### src/rtl/config_frame_pkg.sv
// rtl/config_frame_pkg.sv - shared constants, FSM states and word classifiers for the frame writer
//
// Contents:
//   SYNC_WORD / DESYNC_UPPER   bitstream framing constants
//   DEFAULT_STROBE_CYCLES      default strobe length in cycles
//   state_t                    writer FSM states
//   is_sync / is_desync        word classifiers
package config_frame_pkg;

  localparam logic [31:0] SYNC_WORD             = 32'hFAB0_FAB1;
  localparam logic [15:0] DESYNC_UPPER          = 16'hFAB0;
  localparam int          DEFAULT_STROBE_CYCLES = 2;

  typedef enum logic [2:0] {
    HUNT,
    ADDR,
    DATA,
    SETUP,
    STROBE,
    HOLD
  } state_t;

  function automatic logic is_sync(input logic [31:0] word);
    return word == SYNC_WORD;
  endfunction

  // Same upper half as the sync word, any other lower half.
  function automatic logic is_desync(input logic [31:0] word);
    return (word[31:16] == DESYNC_UPPER) && (word[15:0] != SYNC_WORD[15:0]);
  endfunction

endpackage

### src/rtl/frame_strobe_decoder.sv
// rtl/frame_strobe_decoder.sv - one-hot strobe decode of a 16-bit frame index
//
// Ports:
//   index   in  16        frame index, compared unsigned on all 16 bits
//   enable  in  1         strobe window is open
//   strobe  out NumLines  one-hot latch enable, all zero when disabled or index >= NumLines
module frame_strobe_decoder #(
  parameter int NumLines = 20
) (
  input  logic [15:0]         index,
  input  logic                enable,
  output logic [NumLines-1:0] strobe
);

  // Full-width compare per line: out-of-range indices match no line, so
  // high index bits can never alias onto a valid strobe.
  always_comb begin
    strobe = '0;
    for (int i = 0; i < NumLines; i++) begin
      strobe[i] = enable && (index == 16'(i));
    end
  end

endmodule

### src/rtl/config_frame_writer.sv
// rtl/config_frame_writer.sv - bitstream-to-frame-latch writer with set-up/hold-framed strobes
//
// Ports:
//   CLK, reset       clock, synchronous active-high reset
//   in_data/valid    32-bit bitstream word input, accepted when in_valid && in_ready
//   in_ready         high in HUNT, ADDR and DATA
//   FrameData        frame contents, changes only on an in-range DATA acceptance
//   FrameStrobe      one-hot latch enable, high StrobeCycles cycles per frame
//   busy             high outside HUNT
//   done             one-cycle pulse after desync acceptance
//   err              sticky out-of-range index flag
//   frames_written   wrapping count of completed frames
module config_frame_writer
  import config_frame_pkg::*;
#(
  parameter int MaxFramesPerCol = 20,
  parameter int FrameBitsPerRow = 32,
  parameter int StrobeCycles    = DEFAULT_STROBE_CYCLES,
  parameter int CntWidth        = 16
) (
  input  logic                       CLK,
  input  logic                       reset,
  input  logic [31:0]                in_data,
  input  logic                       in_valid,
  output logic                       in_ready,
  output logic [FrameBitsPerRow-1:0] FrameData,
  output logic [MaxFramesPerCol-1:0] FrameStrobe,
  output logic                       busy,
  output logic                       done,
  output logic                       err,
  output logic [CntWidth-1:0]        frames_written
);

  // Counter holds remaining strobe cycles minus one.
  localparam int CW = (StrobeCycles > 1) ? $clog2(StrobeCycles) : 1;

  state_t          state;
  logic [15:0]     index;
  logic [CW-1:0]   strobe_cnt;
  logic            accept;
  logic            index_in_range;

  assign in_ready       = (state == HUNT) || (state == ADDR) || (state == DATA);
  assign busy           = (state != HUNT);
  assign accept         = in_valid && in_ready;
  assign index_in_range = ({16'd0, index} < 32'(MaxFramesPerCol));

  always_ff @(posedge CLK) begin
    if (reset) begin
      state          <= HUNT;
      index          <= '0;
      FrameData      <= '0;
      strobe_cnt     <= '0;
      frames_written <= '0;
      err            <= 1'b0;
      done           <= 1'b0;
    end else begin
      done <= 1'b0;
      case (state)
        HUNT: begin
          if (accept && is_sync(in_data)) state <= ADDR;
        end
        ADDR: begin
          if (accept) begin
            if (is_desync(in_data)) begin
              done  <= 1'b1;
              state <= HUNT;
            end else if (!is_sync(in_data)) begin
              index <= in_data[15:0];
              state <= DATA;
            end
          end
        end
        DATA: begin
          if (accept) begin
            if (index_in_range) begin
              FrameData <= in_data[FrameBitsPerRow-1:0];
              state     <= SETUP;
            end else begin
              // Bad index: keep the latches' data untouched and skip the strobe.
              err   <= 1'b1;
              state <= ADDR;
            end
          end
        end
        SETUP: begin
          strobe_cnt <= CW'(StrobeCycles - 1);
          state      <= STROBE;
        end
        STROBE: begin
          if (strobe_cnt == '0) state <= HOLD;
          else                  strobe_cnt <= strobe_cnt - CW'(1);
        end
        HOLD: begin
          frames_written <= frames_written + CntWidth'(1);
          state          <= ADDR;
        end
        default: state <= HUNT;
      endcase
    end
  end

  frame_strobe_decoder #(
    .NumLines(MaxFramesPerCol)
  ) u_decoder (
    .index (index),
    .enable(state == STROBE),
    .strobe(FrameStrobe)
  );

endmodule
### config.mk
export PLATFORM = sky130hd
export DESIGN_NAME = config_frame_writer
export DESIGN_NICKNAME = d
export VERILOG_FILES = /design/src/rtl/config_frame_pkg.sv /design/src/rtl/frame_strobe_decoder.sv /design/src/rtl/config_frame_writer.sv
export SDC_FILE = /design/constraint.sdc
export NUM_CORES = 1
export LEC_CHECK = 0
export CAP_MARGIN = 30
export CORE_MARGIN = 2
export CORE_UTILIZATION = 45
export DETAILED_ROUTE_END_ITERATION = 7
export GPL_ROUTABILITY_DRIVEN = 0
export PLACE_DENSITY = 0.91
export SLEW_MARGIN = 20
export SYNTH_ARGS = -nofsm -noshare
export SYNTH_HDL_FRONTEND = slang
export SYNTH_HIERARCHICAL = 1
export SYNTH_SLANG_ARGS = --single-unit
### constraint.sdc
create_clock -name CLK -period 2.35 [get_ports CLK]
set_input_delay 0.47 -clock CLK [delete_from_list [all_inputs] [get_ports CLK]]
set_output_delay 0.47 -clock CLK [all_outputs]
set_load 0.02 [all_outputs]
==> images/m4.png <==
(6 px per um) Supply wires on this layer in gray.
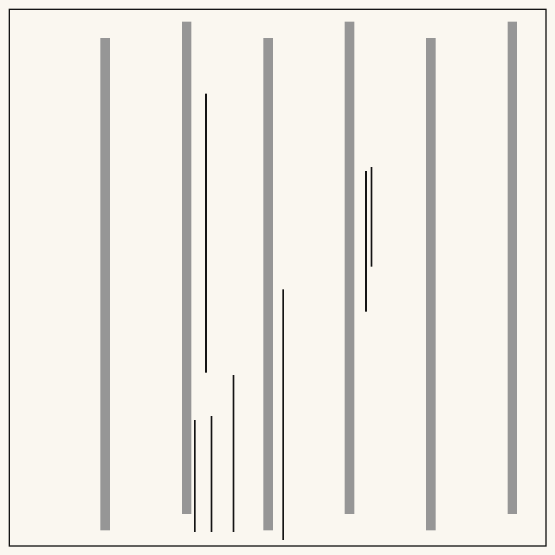
share of all routed wire: 2.0%
nets with wire on the layer: 7
total number of vias: 3,339
Total Routed Length: 9478 um

==> images/route_heat.png <==
(4 px per um) The die is cut into 18 by 18 equal tiles; white is low, dark blue is high, scaled to the fullest tile. Values are wire area over tile area, all layers added.
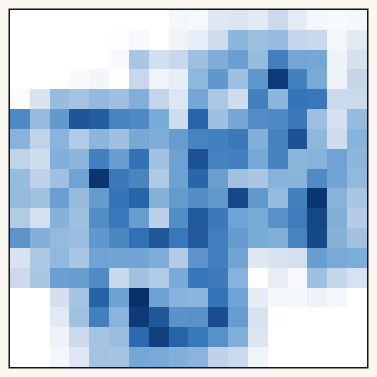
mean over tiles: 0.19
emptiest ninth of the die: bottom right
tiles over half the peak: 35%
nearly empty tiles: 15%
fullest tile: 0.51
Wirelength per Cell: 16.20 um
GRT Util Overall: 23.60%

==> flow_summary.rst <==
Synthesis and place-and-route
=============================

.. list-table::
   :header-rows: 1

   * - Metric
     - Value
   * - Synthesized area per cell
     - 8.809 sq um
   * - Number of warning messages in the yosys log
     - 6
   * - WL met2
     - 4499 um
   * - Biggest combinational cell group after synthesis
     - simple AND/OR/NAND/NOR gates
   * - NonClk Buf Share
     - 24.97%
   * - Netlist area before placement
     - 3268 sq um
   * - Count of library flops with an enable pin
     - 0
   * - Number of max-capacitance violations reported
     - 0
   * - Clock buffer and inverter area fraction after layout
     - 5.052%
   * - R2R cell count
     - 5
   * - Routed via count divided by cell count
     - 5.708
   * - GRT Residual Overflow
     - 0
   * - Multi-input gates
     - 268
   * - Yosys cell count
     - 371
   * - First-pass iteration count of the detailed router
     - 4
   * - Tally of non-filler cells in the final layout
     - 585
   * - Worst clock skew
     - 0.009258 ns
   * - Most used routing layer in global routing
     - met2
   * - Number of buffers created by CTS
     - 9
   * - Crit-path max FO
     - 5
   * - Core Density at Floorplan
     - 45.79%
   * - Commonest Layout Cell
     - clkdlybuf4s50_1
   * - P_leak
     - 1.795 nW
   * - Resized cells post-CTS
     - 70
   * - Commonest cells after routing, fill and taps aside
     - clkdlybuf4s50_1 (86), dfxtp_1 (68), nand2_1 (59), nor4_1 (35)
   * - Status
     - complete, no violations
   * - Top cells by area
     - dfxtp_1 (43%), a31o_1 (8.0%), nor4_1 (7.1%), nand2_1 (6.8%), mux2i_1 (4.9%)
   * - Yosys-reported design area after synthesis
     - 3268 sq um
==> images/gates.png <==
(6 px per um)
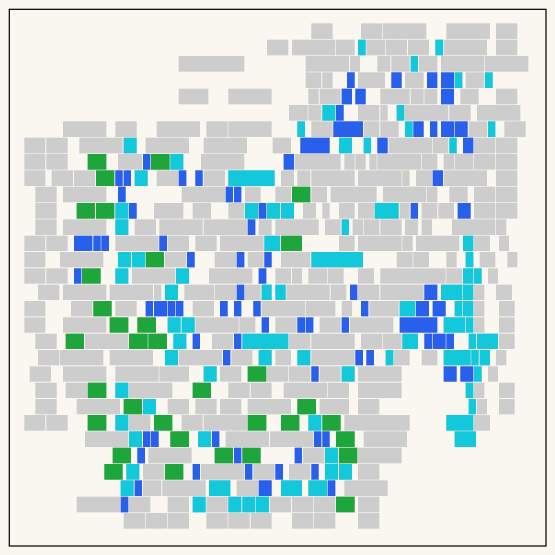
[cyan] nor cells | cells: 83 | where: spread over the die
[blue] nand cells | cells: 85
[green] non-inverting ao/oa cells | cells: 34

[worst min path at each step]
stage                              from       endpoint
after floorplan              strobe_cnt     strobe_cnt
after global placement    FrameData[17]  FrameData[17]
after detailed placement   FrameData[7]   FrameData[7]
after CTS                 FrameData[17]  FrameData[17]
after global routing      FrameData[17]  FrameData[17]
final                     FrameData[17]  FrameData[17]
[power by group through the flow]
stage	Clock [mW]	Sequential (mW)	Combinational, mW
global placement	0	1.25	0.301
finish	1.17	1.22	0.322
global route	1.23	1.23	0.347
CTS	1.18	1.22	0.309
floorplan	0	1.25	0.162
detailed placement	0	1.25	0.306
[worst max-delay path, cell delays in order, from the launching register on]
cell      delay (ns)
dfxtp_2         0.33
nand2b_4        0.15
nor2_4          0.08
nor4b_4         0.18
buf_4           0.17
nand4_1         0.20
nor2_1          0.20
buf_4           0.17
No activity file was given, so power comes from the tool's default toggle rates.
